`src/rtl/copy_opt_pkg.sv`:
```
// copy_opt_pkg: shared flag positions, argument bases, FSM states and flag-merge rule
package copy_opt_pkg;
  localparam int FLG_IN = 4;
  localparam int FLG_OUT = 5;
  localparam int FLG_CHAIN = 7;
  localparam logic [2:0] ARG_BASE_T0 = 3'd3;
  localparam logic [2:0] ARG_BASE_TN = 3'd4;
  typedef enum logic [2:0] {IDLE, RD_NVAL, RD_NFLG, RD_CVAL, RD_CFLG, CMP, WR_CUR, WR_NXT} state_t;
  typedef struct packed {
    logic [7:0] cur;
    logic [7:0] nxt;
    logic       inc_in;
    logic       inc_out;
  } merge_t;
  function automatic logic [2:0] arg_base(input logic [1:0] t);
    return (t == 2'd0) ? ARG_BASE_T0 : ARG_BASE_TN;
  endfunction
  // A copy-in on the next command is only kept when the current command does not
  // already bring the data in; otherwise it is chained behind the current one.
  function automatic merge_t flag_merge(input logic [7:0] c, input logic [7:0] n);
    merge_t m;
    logic p;
    p = n[FLG_IN] & ~c[FLG_IN] & ~c[FLG_CHAIN];
    m.cur = c;
    m.cur[FLG_OUT] = c[FLG_OUT] & ~n[FLG_OUT];
    m.nxt = n;
    m.nxt[FLG_IN] = p;
    m.nxt[FLG_CHAIN] = n[FLG_IN] & ~p;
    m.inc_out = c[FLG_OUT] & n[FLG_OUT];
    m.inc_in = n[FLG_IN] & (c[FLG_IN] | c[FLG_CHAIN]);
    return m;
  endfunction
endpackage

```
`src/rtl/copy_opt_arg_walker.sv`:
```
// copy_opt_arg_walker: n/c argument counters, word-address generation and loop termination
//   i_load        latch command descriptors and clear counters
//   i_step_c/n    advance the current-arg / next-arg counter
//   i_state       FSM state selecting which word o_addr points at
//   o_more_c/n    another c / n remains to be visited
module copy_opt_arg_walker import copy_opt_pkg::*; #(
  parameter int SB = 6,
  parameter int AB = 4
) (
  input  logic          clk,
  input  logic          rstn,
  input  logic          i_load,
  input  logic [SB-1:0] i_cur_idx,
  input  logic [SB-1:0] i_next_idx,
  input  logic [1:0]    i_cur_type,
  input  logic [1:0]    i_next_type,
  input  logic [AB-1:0] i_cur_num,
  input  logic [AB-1:0] i_next_num,
  input  logic          i_assoc,
  input  logic          i_step_c,
  input  logic          i_step_n,
  input  state_t        i_state,
  output logic [SB-1:0] o_addr,
  output logic          o_more_c,
  output logic          o_more_n
);
  logic [SB-1:0] r_cbase, r_nbase, w_cflg, w_nflg;
  logic [AB-1:0] r_n, r_c, r_ccnt, r_ncnt, w_lim;
  logic          r_assoc;
  always_ff @(posedge clk or negedge rstn) begin
    if (!rstn) begin
      r_cbase <= '0;
      r_nbase <= '0;
      r_ccnt <= '0;
      r_ncnt <= '0;
      r_assoc <= 1'b0;
      r_n <= '0;
      r_c <= '0;
    end else if (i_load) begin
      r_cbase <= i_cur_idx + SB'(arg_base(i_cur_type));
      r_nbase <= i_next_idx + SB'(arg_base(i_next_type));
      r_ccnt <= i_cur_num;
      r_ncnt <= i_next_num;
      r_assoc <= i_assoc;
      r_n <= '0;
      r_c <= '0;
    end else if (i_step_n) begin
      r_n <= r_n + 1'b1;
      r_c <= r_assoc ? '0 : r_n + 1'b1;
    end else if (i_step_c) begin
      r_c <= r_c + 1'b1;
    end
  end
  // Three words per argument; arithmetic stays in SB bits so the ring wraps.
  assign w_nflg = r_nbase + SB'(r_n) + SB'(r_n) + SB'(r_n);
  assign w_cflg = r_cbase + SB'(r_c) + SB'(r_c) + SB'(r_c);
  assign w_lim = r_assoc ? r_ncnt : (r_ccnt < r_ncnt ? r_ccnt : r_ncnt);
  assign o_more_n = ({1'b0, r_n} + 1'b1) < {1'b0, w_lim};
  assign o_more_c = r_assoc && (({1'b0, r_c} + 1'b1) < {1'b0, r_ccnt});
  assign o_addr = i_state == RD_NVAL ? w_nflg + 1'b1 :
                  (i_state == RD_NFLG || i_state == WR_NXT) ? w_nflg :
                  i_state == RD_CVAL ? w_cflg + 1'b1 :
                  (i_state == RD_CFLG || i_state == WR_CUR) ? w_cflg : '0;
endmodule

```
`src/rtl/cmd_in_copy_opt_nq.sv`:
```
// cmd_in_copy_opt_nq: copy-elimination engine rewriting copy flags of adjacent subqueue commands
//   mem_*               shared word port to NUM_QUEUES subqueue memories (1-cycle read)
//   start/queue_sel     request and target queue; cur_*/next_* describe the two commands
//   match_mode          0 positional, 1 associative argument matching
//   busy/finished       operation status and one-cycle completion pulse
//   copy_in/out_opt     saturating optimisation counters (active when DBG_REGS = 1)
module cmd_in_copy_opt_nq import copy_opt_pkg::*; #(
  parameter int SUBQUEUE_BITS = 6,
  parameter int NUM_QUEUES = 2,
  parameter int ARG_BITS = 4,
  parameter int DBG_REGS = 0
) (
  input  logic                                                clk,
  input  logic                                                rstn,
  output logic [NUM_QUEUES-1:0]                               mem_en,
  output logic [7:0]                                          mem_we,
  output logic [SUBQUEUE_BITS-1:0]                            mem_addr,
  output logic [63:0]                                         mem_din,
  input  logic [64*NUM_QUEUES-1:0]                            mem_dout,
  input  logic                                                start,
  input  logic [(NUM_QUEUES > 1 ? $clog2(NUM_QUEUES) : 1)-1:0] queue_sel,
  input  logic [SUBQUEUE_BITS-1:0]                            cur_idx,
  input  logic [SUBQUEUE_BITS-1:0]                            next_idx,
  input  logic [1:0]                                          cur_type,
  input  logic [1:0]                                          next_type,
  input  logic [ARG_BITS-1:0]                                 cur_num_args,
  input  logic [ARG_BITS-1:0]                                 next_num_args,
  input  logic                                                match_mode,
  output logic                                                busy,
  output logic                                                finished,
  output logic [31:0]                                         copy_in_opt,
  output logic [31:0]                                         copy_out_opt
);
  localparam int QW = NUM_QUEUES > 1 ? $clog2(NUM_QUEUES) : 1;
  state_t          r_state, w_next;
  logic [QW-1:0]   r_q;
  logic [63:0]     r_nval, r_cval, w_dout;
  logic [7:0]      r_nflg, r_cflg;
  logic [31:0]     r_cnt_in, r_cnt_out;
  logic            r_fin;
  logic            w_load, w_match, w_more_c, w_more_n, w_step_c, w_step_n, w_acc, w_wr;
  merge_t          w_m;
  assign w_load = r_state == IDLE && start && cur_num_args != '0 && next_num_args != '0;
  assign w_match = r_cval == r_nval;
  assign w_m = flag_merge(r_cflg, r_nflg);
  assign w_step_c = r_state == CMP && !w_match && w_more_c;
  assign w_step_n = ((r_state == CMP && !w_match && !w_more_c) || r_state == WR_NXT) && w_more_n;
  copy_opt_arg_walker #(.SB(SUBQUEUE_BITS), .AB(ARG_BITS)) u_walk (
    .clk(clk), .rstn(rstn), .i_load(w_load),
    .i_cur_idx(cur_idx), .i_next_idx(next_idx),
    .i_cur_type(cur_type), .i_next_type(next_type),
    .i_cur_num(cur_num_args), .i_next_num(next_num_args),
    .i_assoc(match_mode), .i_step_c(w_step_c), .i_step_n(w_step_n),
    .i_state(r_state), .o_addr(mem_addr), .o_more_c(w_more_c), .o_more_n(w_more_n)
  );
  always_comb begin
    w_next = r_state;
    case (r_state)
      IDLE:    w_next = w_load ? RD_NVAL : IDLE;
      RD_NVAL: w_next = RD_NFLG;
      RD_NFLG: w_next = RD_CVAL;
      RD_CVAL: w_next = RD_CFLG;
      RD_CFLG: w_next = CMP;
      CMP:     w_next = w_match ? WR_CUR : w_more_c ? RD_CVAL : w_more_n ? RD_NVAL : IDLE;
      WR_CUR:  w_next = WR_NXT;
      WR_NXT:  w_next = w_more_n ? RD_NVAL : IDLE;
      default: w_next = IDLE;
    endcase
  end
  always_comb begin
    w_dout = '0;
    for (int i = 0; i < NUM_QUEUES; i++) w_dout = (r_q == QW'(i)) ? mem_dout[64*i +: 64] : w_dout;
  end
  // Read data belongs to the address issued one state earlier.
  always_ff @(posedge clk or negedge rstn) begin
    if (!rstn) begin
      r_state <= IDLE;
      r_q <= '0;
      r_fin <= 1'b0;
      r_nval <= '0;
      r_nflg <= '0;
      r_cval <= '0;
      r_cflg <= '0;
      r_cnt_in <= '0;
      r_cnt_out <= '0;
    end else begin
      r_state <= w_next;
      r_fin <= (r_state == IDLE && start && !w_load) || (r_state != IDLE && w_next == IDLE);
      if (w_load) r_q <= queue_sel;
      if (r_state == RD_NFLG) r_nval <= w_dout;
      if (r_state == RD_CVAL) r_nflg <= w_dout[7:0];
      if (r_state == RD_CFLG) r_cval <= w_dout;
      if (r_state == CMP) r_cflg <= w_dout[7:0];
      if (DBG_REGS != 0 && r_state == WR_CUR) begin
        if (w_m.inc_in && r_cnt_in != 32'hFFFF_FFFF) r_cnt_in <= r_cnt_in + 32'd1;
        if (w_m.inc_out && r_cnt_out != 32'hFFFF_FFFF) r_cnt_out <= r_cnt_out + 32'd1;
      end
    end
  end
  assign w_acc = r_state != IDLE && r_state != CMP;
  assign w_wr = r_state == WR_CUR || r_state == WR_NXT;
  assign mem_en = w_acc ? NUM_QUEUES'(1) << r_q : '0;
  assign mem_we = w_wr ? 8'h01 : 8'h00;
  assign mem_din = r_state == WR_CUR ? {56'b0, w_m.cur} : r_state == WR_NXT ? {56'b0, w_m.nxt} : '0;
  assign busy = r_state != IDLE;
  assign finished = r_fin;
  assign copy_in_opt = r_cnt_in;
  assign copy_out_opt = r_cnt_out;
endmodule

```
`config.mk`:
```
export PLATFORM = sky130hd
export DESIGN_NAME = cmd_in_copy_opt_nq
export DESIGN_NICKNAME = d
export VERILOG_FILES = /design/src/rtl/copy_opt_pkg.sv /design/src/rtl/copy_opt_arg_walker.sv /design/src/rtl/cmd_in_copy_opt_nq.sv
export SDC_FILE = /design/constraint.sdc
export NUM_CORES = 1
export LEC_CHECK = 0
export ABC_AREA = 0
export CAP_MARGIN = 20
export CORE_ASPECT_RATIO = 1.5
export CORE_MARGIN = 1.5
export CORE_UTILIZATION = 49
export CTS_CLUSTER_DIAMETER = 30
export DETAILED_ROUTE_END_ITERATION = 8
export PLACE_DENSITY = 0.91
export SYNTH_ARGS = -nofsm -noshare
export SYNTH_HDL_FRONTEND = slang
export SYNTH_SLANG_ARGS = --single-unit
```
`constraint.sdc`:
```
create_clock -name clk -period 4.35 [get_ports clk]
set_clock_uncertainty 0.1 [all_clocks]
set_input_delay 1.305 -clock clk [delete_from_list [all_inputs] [get_ports clk]]
set_output_delay 1.305 -clock clk [all_outputs]
set_load 0.05 [all_outputs]
```
### Metal 1

Scale bar: 20 um. Supply wires on this layer in gray.
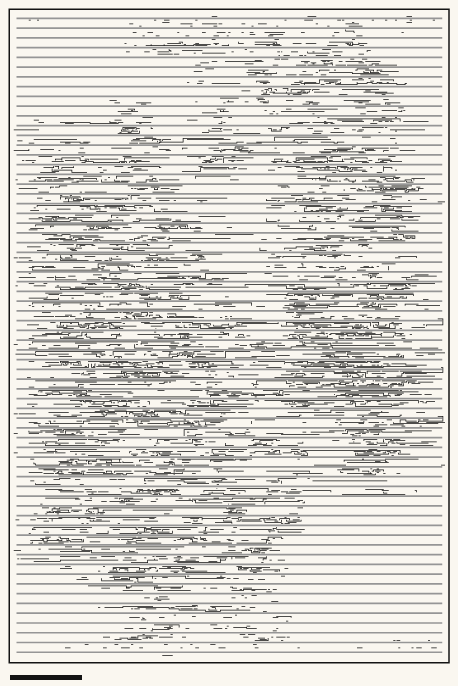
share of all routed wire = 36%
wire length on this layer = 8990 um
longest straight run = 39.1 um

### Met2 routing

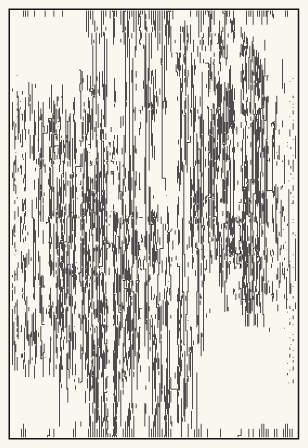
longest straight run = 92.1 um
nets with wire on the layer = 1284
main direction = vertical
wire length on this layer = 13700 um

### M3 wires

Scale bar: 20 um.
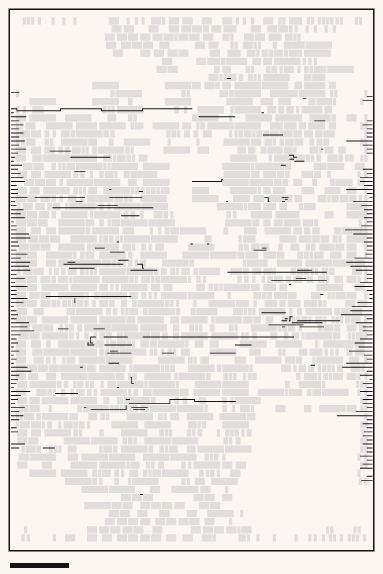
nets with wire on the layer = 222
longest straight run = 50.6 um
wire length on this layer = 1160 um
main direction = horizontal
share of all routed wire = 4.7%

==> results.ini <==
[clock_tree]
cts_made_buffers = 17
clock_insertion_delay_worst_skew_ns = 0.44
clockBufferDepth = 2

[detailed_routing]
via_per_inst = 5.13
ant_nets = 0

[power]
total_power_mw = 10.7
ir_drop_mv = 0.492

[timing]
layout_setup_ws_ns = -0.0881
timing.final.setup_violations = 2
fin_tns_setup_ns = -0.117
timing_max_transition_violations_final = 0

[logic_synthesis]
synthTopCellsByArea = sky130_fd_sc_hd__dfrtp_1, sky130_fd_sc_hd__buf_4, sky130_fd_sc_hd__a21oi_1
synth.logic.top_family = simple AND/OR/NAND/NOR gates
synth_area_um2 = 10400
yosys_area_um2 = 10400
synth-xor-area-share_pct = 7.80
synth.top_cells.by_count = sky130_fd_sc_hd__dfrtp_1, sky130_fd_sc_hd__a21oi_1, sky130_fd_sc_hd__nor2_1, sky130_fd_sc_hd__buf_4, sky130_fd_sc_hd__xnor2_1

[grt]
grtUsageMet1_pct = 24.6
grt_antenna_before_repair = 0
gr-usage-met2_pct = 42.0
first_global_vias = 7877

[critical_path]
worst_r2r_path_depth = 13
crit_type = flop to output port
reg2reg_from = u_walk.r_ncnt[3]$_DFFE_PN0P_
timing.reg2reg.setup_slack_ns = 0.57
timing.rr.end = u_walk.r_c[2]$_DFFE_PN0P_
cp_data_required_time_ns = 2.94
worst_setup_sp_type = flop
cp_max_fo = 2

[placed_design]
final_gp_congestion = 0.864

[layout]
areaGrowthSynthToFinish_pct = 23.1
most_numerous_logic_cells_after_layout = sky130_fd_sc_hd__dfrtp_1, sky130_fd_sc_hd__clkdlybuf4s50_1, sky130_fd_sc_hd__nor2_1
final.fill_count = 1723

[min_path]
min_path_type = flop to flop

[floorplan]
top_level_i_o_count = 303

[run_status]
violations = negative setup slack
run_status = finished with violations

## flip-flops by register name, indices dropped and copies added, names as in the netlist
signal / count
r_state: 3
r_cval: 64
finished: 1
u_walk.r_ncnt: 4
r_cflg: 8
r_q: 1
r_nflg: 7
u_walk.r_nbase: 6
u_walk.r_n: 4
u_walk.r_c: 4
u_walk.r_ccnt: 4
u_walk.r_cbase: 6
u_walk.r_assoc: 1
r_nval: 64
## layout make-up
class | count | area share [%]
clock buffer | 18 | 3.34
clock inverter | 14 | 1.11
inverter | 19 | 0.555
multi-input combinational | 859 | 42.0
sequential | 177 | 34.5
tap | 268 | 2.61
timing repair buffer | 204 | 15.9
## per-layer routing
metal  vias up  share of wire (%)
met4         0                3.6
met1      3813                 36
li1       3837                  -
met2       305                 55
met5         -                  0
met3        44                4.7
## power by group
group | leakage, nW | internal, mW | switching (mW)
clock | 0.279 | 0.765 | 0.717
sequential | 2.02 | 2.47 | 0.677
combinational | 3.34 | 2.59 | 3.44
total | 5.64 | 5.82 | 4.83
## worst max-delay path, stage by stage (launching register included)
cell	delay, ns
sky130_fd_sc_hd__dfrtp_1	0.41
sky130_fd_sc_hd__fa_1	0.48
sky130_fd_sc_hd__ha_2	0.20
sky130_fd_sc_hd__fa_1	0.50
sky130_fd_sc_hd__and3_4	0.19
sky130_fd_sc_hd__nand2_2	0.06
sky130_fd_sc_hd__xor2_2	0.17
sky130_fd_sc_hd__buf_4	0.15
sky130_fd_sc_hd__nor2_4	0.07
sky130_fd_sc_hd__a21oi_2	0.05
sky130_fd_sc_hd__a21oi_2	0.18
sky130_fd_sc_hd__buf_12	0.15
## cell families (layout without fill, tap and decap cells)
family | count (synthesis) | count (layout)
AOI/OAI and AO/OA | 231 | 231
other | 1 | 127
and+or+nand+nor | 285 | 285
buffers and inverters | 200 | 255
muxes | 77 | 77
DFF | 177 | 177
xor gates and xnor gates | 93 | 93
adders and majority gates | 46 | 46
## timing repair
item                       4_1_cts  5_1_grt
hold endpoints to repair         0        0
setup endpoints to repair        4        4
gates cloned                     0        0
resized                         20       10
setup buffers                    6        1
pin swaps                       12       10
## stage by stage
step                      utilization [%]  setup slack (ns)  hold slack, ns  area (um^2)  instances
final                                61.3           -0.0881           0.382        12900       1559
after global routing                 61.3            -0.194           0.409        12900       1559
after CTS                            61.0            -0.125           0.385        12800       1558
after detailed placement             57.6             0.139           0.372        12100       1520
after global placement               57.6             0.178           0.361        12100       1520
after floorplan                         -             0.141           0.349        10900       1236
## worst min path at each step
stage	end	start	cells after the start
2_1_floorplan	r_cflg[0]$_DFFE_PN0N_	r_cflg[0]$_DFFE_PN0N_	2
3_3_place_gp	r_cflg[0]$_DFFE_PN0N_	r_cflg[0]$_DFFE_PN0N_	2
3_5_place_dp	r_cflg[1]$_DFFE_PN0N_	r_cflg[1]$_DFFE_PN0N_	2
4_1_cts	r_cflg[1]$_DFFE_PN0N_	r_cflg[1]$_DFFE_PN0N_	2
5_1_grt	r_cflg[5]$_DFFE_PN0N_	r_cflg[5]$_DFFE_PN0N_	2
6_report	r_cflg[1]$_DFFE_PN0N_	r_cflg[1]$_DFFE_PN0N_	2
Power and IR drop assume default switching activity.
